==> images/met1.png <==
Supply wires on this layer in gray.
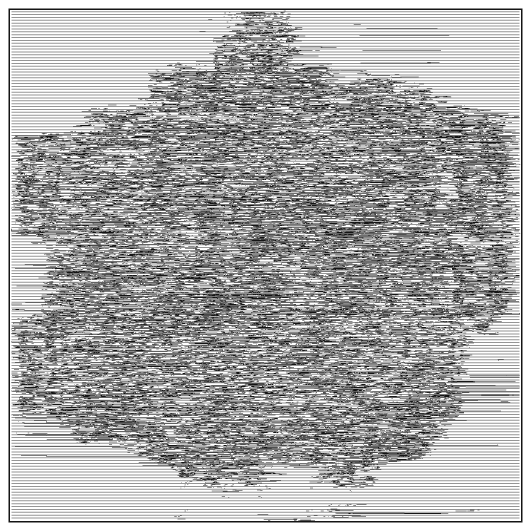
==> images/met2.png <==
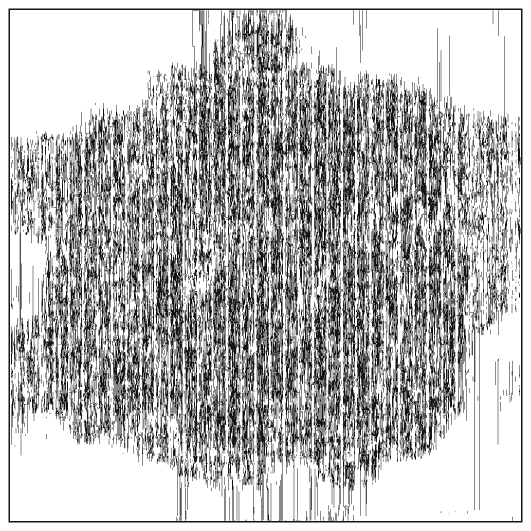
==> images/met3.png <==
The bar under the picture is 100 um long. Cells faint in the background.
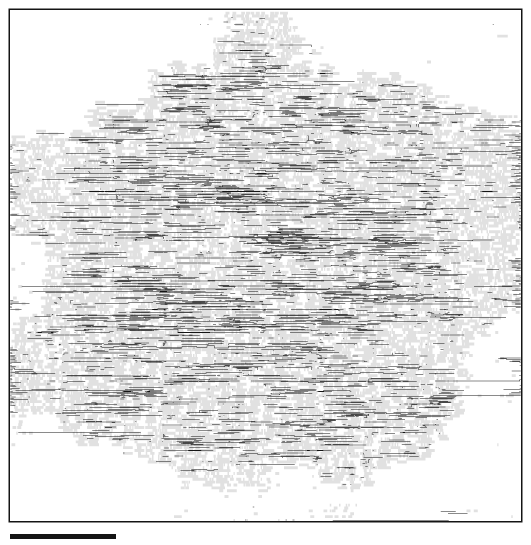
==> images/met4.png <==
Supply wires on this layer in gray. Cells faint in the background.
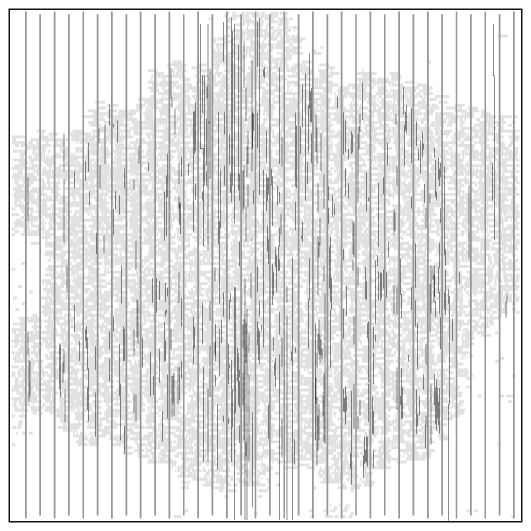
==> images/final_clocks.png <==
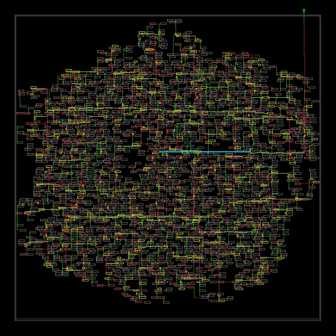
Design layer1_maxpool, sky130hd; sources not shown.
==> flow_metrics.env <==
# physical design summary
export IMPL_outcome="finished, final reports clean"
export IMPL_synth_yosys_seq_area_share_pct=53.8
export IMPL_fp_row_count=176
export IMPL_maxCapViolations=0
export IMPL_drt_pass1_iter_count=8
export IMPL_gate_count_of_the_mapped_netlist=9876
export IMPL_detailed_route_drc_error_count=0
export IMPL_yosys_area_top_type_share_pct=53.8
export IMPL_max_slew_margin_pct=16.4
export IMPL_top_cells_by_count="2380 x nand2_1, 2240 x dfrtp_1, 2033 x o21ai_0"
export IMPL_final_layout_size_suffix_gt1_share_pct=12.6
export IMPL_cts_max_path_buffers=3
export IMPL_floorplan_core_util_pct=45.3
export IMPL_design_portCount=294
export IMPL_synth_top_cell_by_count="nand2_1"
export IMPL_powerDensity_mw_per_mm2=261
export IMPL_worst_path_largest_cell_delay_ns=0.60
export IMPL_synth_top_cell_by_area="dfrtp_1"
export IMPL_postSynth_asyncResetShare_pct=100
export IMPL_grt_setup_unrepaired="false"
export IMPL_crit_arrival_ns=6.45
export IMPL_setup_total_negative_slack_ns=0
export IMPL_slew_violations=0
export IMPL_largest_register_ff_count=1920
export IMPL_netlist_area_mm2=0.104
export IMPL_timing_reg2reg_worst_path_depth=14
export IMPL_fin_crit_sh_pct=82.6
export IMPL_register_to_register_setup_slack_ns=1.40
export IMPL_first_pass_grt_wire_length_um=513000
export IMPL_number_of_flops_mapped_to_enable_cells_by_yosys=0
export IMPL_yosysChipArea_mm2=0.104
export IMPL_worst_slew_pin_transition_ns=1.25
export IMPL_die_w_um=483
export IMPL_area_leaders="dfrtp_1 54%, mux4_2 11%, o21ai_0 9.8%, nand2_1 8.6%, ha_1 3.0%"
export IMPL_cellLeakagePower_nw=51.8
export IMPL_cp_depth=20
export IMPL_total_congestion_overflow_after_global_routing=0
export IMPL_core_area_mm2=0.230
export IMPL_portBuffers=291
export IMPL_max_freq_mhz=175
export IMPL_cts_max_level=4
export IMPL_yosys_warnings=0
export IMPL_final_core_utilization_pct=51.4
export IMPL_mux_share_pct=13.1
Back to the opening pictures, met1.png:
nets with wire on the layer: 9667
share of all routed wire: 39%
via count: 81.8k
Detailed Route WL: 336000 um
grt met1 use: 39.6%

Back to the opening pictures, met2.png:
wire length on this layer: 153 mm
main direction: vertical
nets with wire on the layer: 8242
share of all routed wire: 46%
routing usage on met2: 44.9%

Back to the opening pictures, met3.png:
share of all routed wire: 11%
longest straight run: 151 um
main direction: horizontal
nets with wire on the layer: 846
met3 demand-to-capacity share in global routing: 6.21%

Back to the opening pictures, met4.png:
longest straight run: 248 um
main direction: vertical
wire length on this layer: 14400 um
share of all routed wire: 4.3%
nets with wire on the layer: 175

Back to the opening pictures, final_clocks.png:
number of sequential cells: 2240
clock net sink count: 2240
clock skew after layout: 0.0440 ns

==> placed cells by master (no fill, tap or decap), drive strengths merged, types with 17 or more instances in the layout <==
cell type and instances:
ha 252, clkbuf 325, o2bb2ai 58, buf 285
o311ai 32, o21a 22, or4 17, clkdlybuf4s50 289
o21ai 2079, mux4 500, inv 184, a21o 88
o31ai 159, mux2 29, nor3 26, clkinv 56
nand2b 19, or3 27, a31oi 43, and3 22
and2 17, dfrtp 2240, a21oi 121, nand3 70
o2111ai 18, bufinv 21, nor2b 24, o211ai 43
nand4 56, mux2i 203, nand2 2380, nor2 161
==> report_power, final <==
group          switching, mW  internal (mW)  total, mW
logic                   2.64           1.49       4.13
clock network           5.47           7.38       12.8
registers              0.365           13.5       13.9
total                   8.47           22.4       30.8
==> worst reg2reg max path: stages (launching register included) <==
cell and delay [ns]:
dfrtp_4 1.06, buf_12 0.36, buf_12 0.34, mux4_2 0.59, mux4_2 0.58, ha_1 0.37, a21o_1 0.17, a21o_1 0.17
a21o_1 0.17, a21o_1 0.17, a21oi_1 0.20, o2111ai_1 0.17, nand2b_1 0.15, nand3_1 0.44, o311ai_1 0.44
==> cells by family (layout without fill, tap and decap cells) <==
family / Yosys count / after routing
compound gates: 2752 / 2752
buf+inv: 1032 / 1171
other cells: 1 / 12
flops: 2240 / 2240
simple gates: 2849 / 2849
xor+xnor: 18 / 18
fa+ha+maj: 252 / 252
mux: 732 / 732
==> final cells by class <==
cell class              count  area, um2
fillers                 19800     112000
flip-flops and latches   2240      56100
multi-input cells        6605      44200
clock buffers             324       6520
repair buffers            575       5650
well taps                3026       3790
clock inverters            96       1260
inverters                 176        666
diodes                     10       25.0
==> stage by stage <==
step	setup slack, ns	std cells	total power [mW]	hold WS, ns	instance area [um2]
2_1_floorplan	1.18	9877	16.0	0.442	104000
3_3_place_gp	0.546	12600	18.1	0.454	110000
3_5_place_dp	0.446	12600	18.2	0.462	110000
4_1_cts	1.34	13000	30.9	0.181	118000
5_1_grt	0.740	13000	31.8	0.227	118000
6_report	1.20	13100	30.8	0.191	118000
==> metal layers <==
layer  global-route usage (%)  share of wire [%]
met1                     39.6                 39
met2                     44.9                 46
met3                     6.21                 11
met4                     11.4                4.3
met5                        0              0.045
Power and IR drop assume default switching activity.
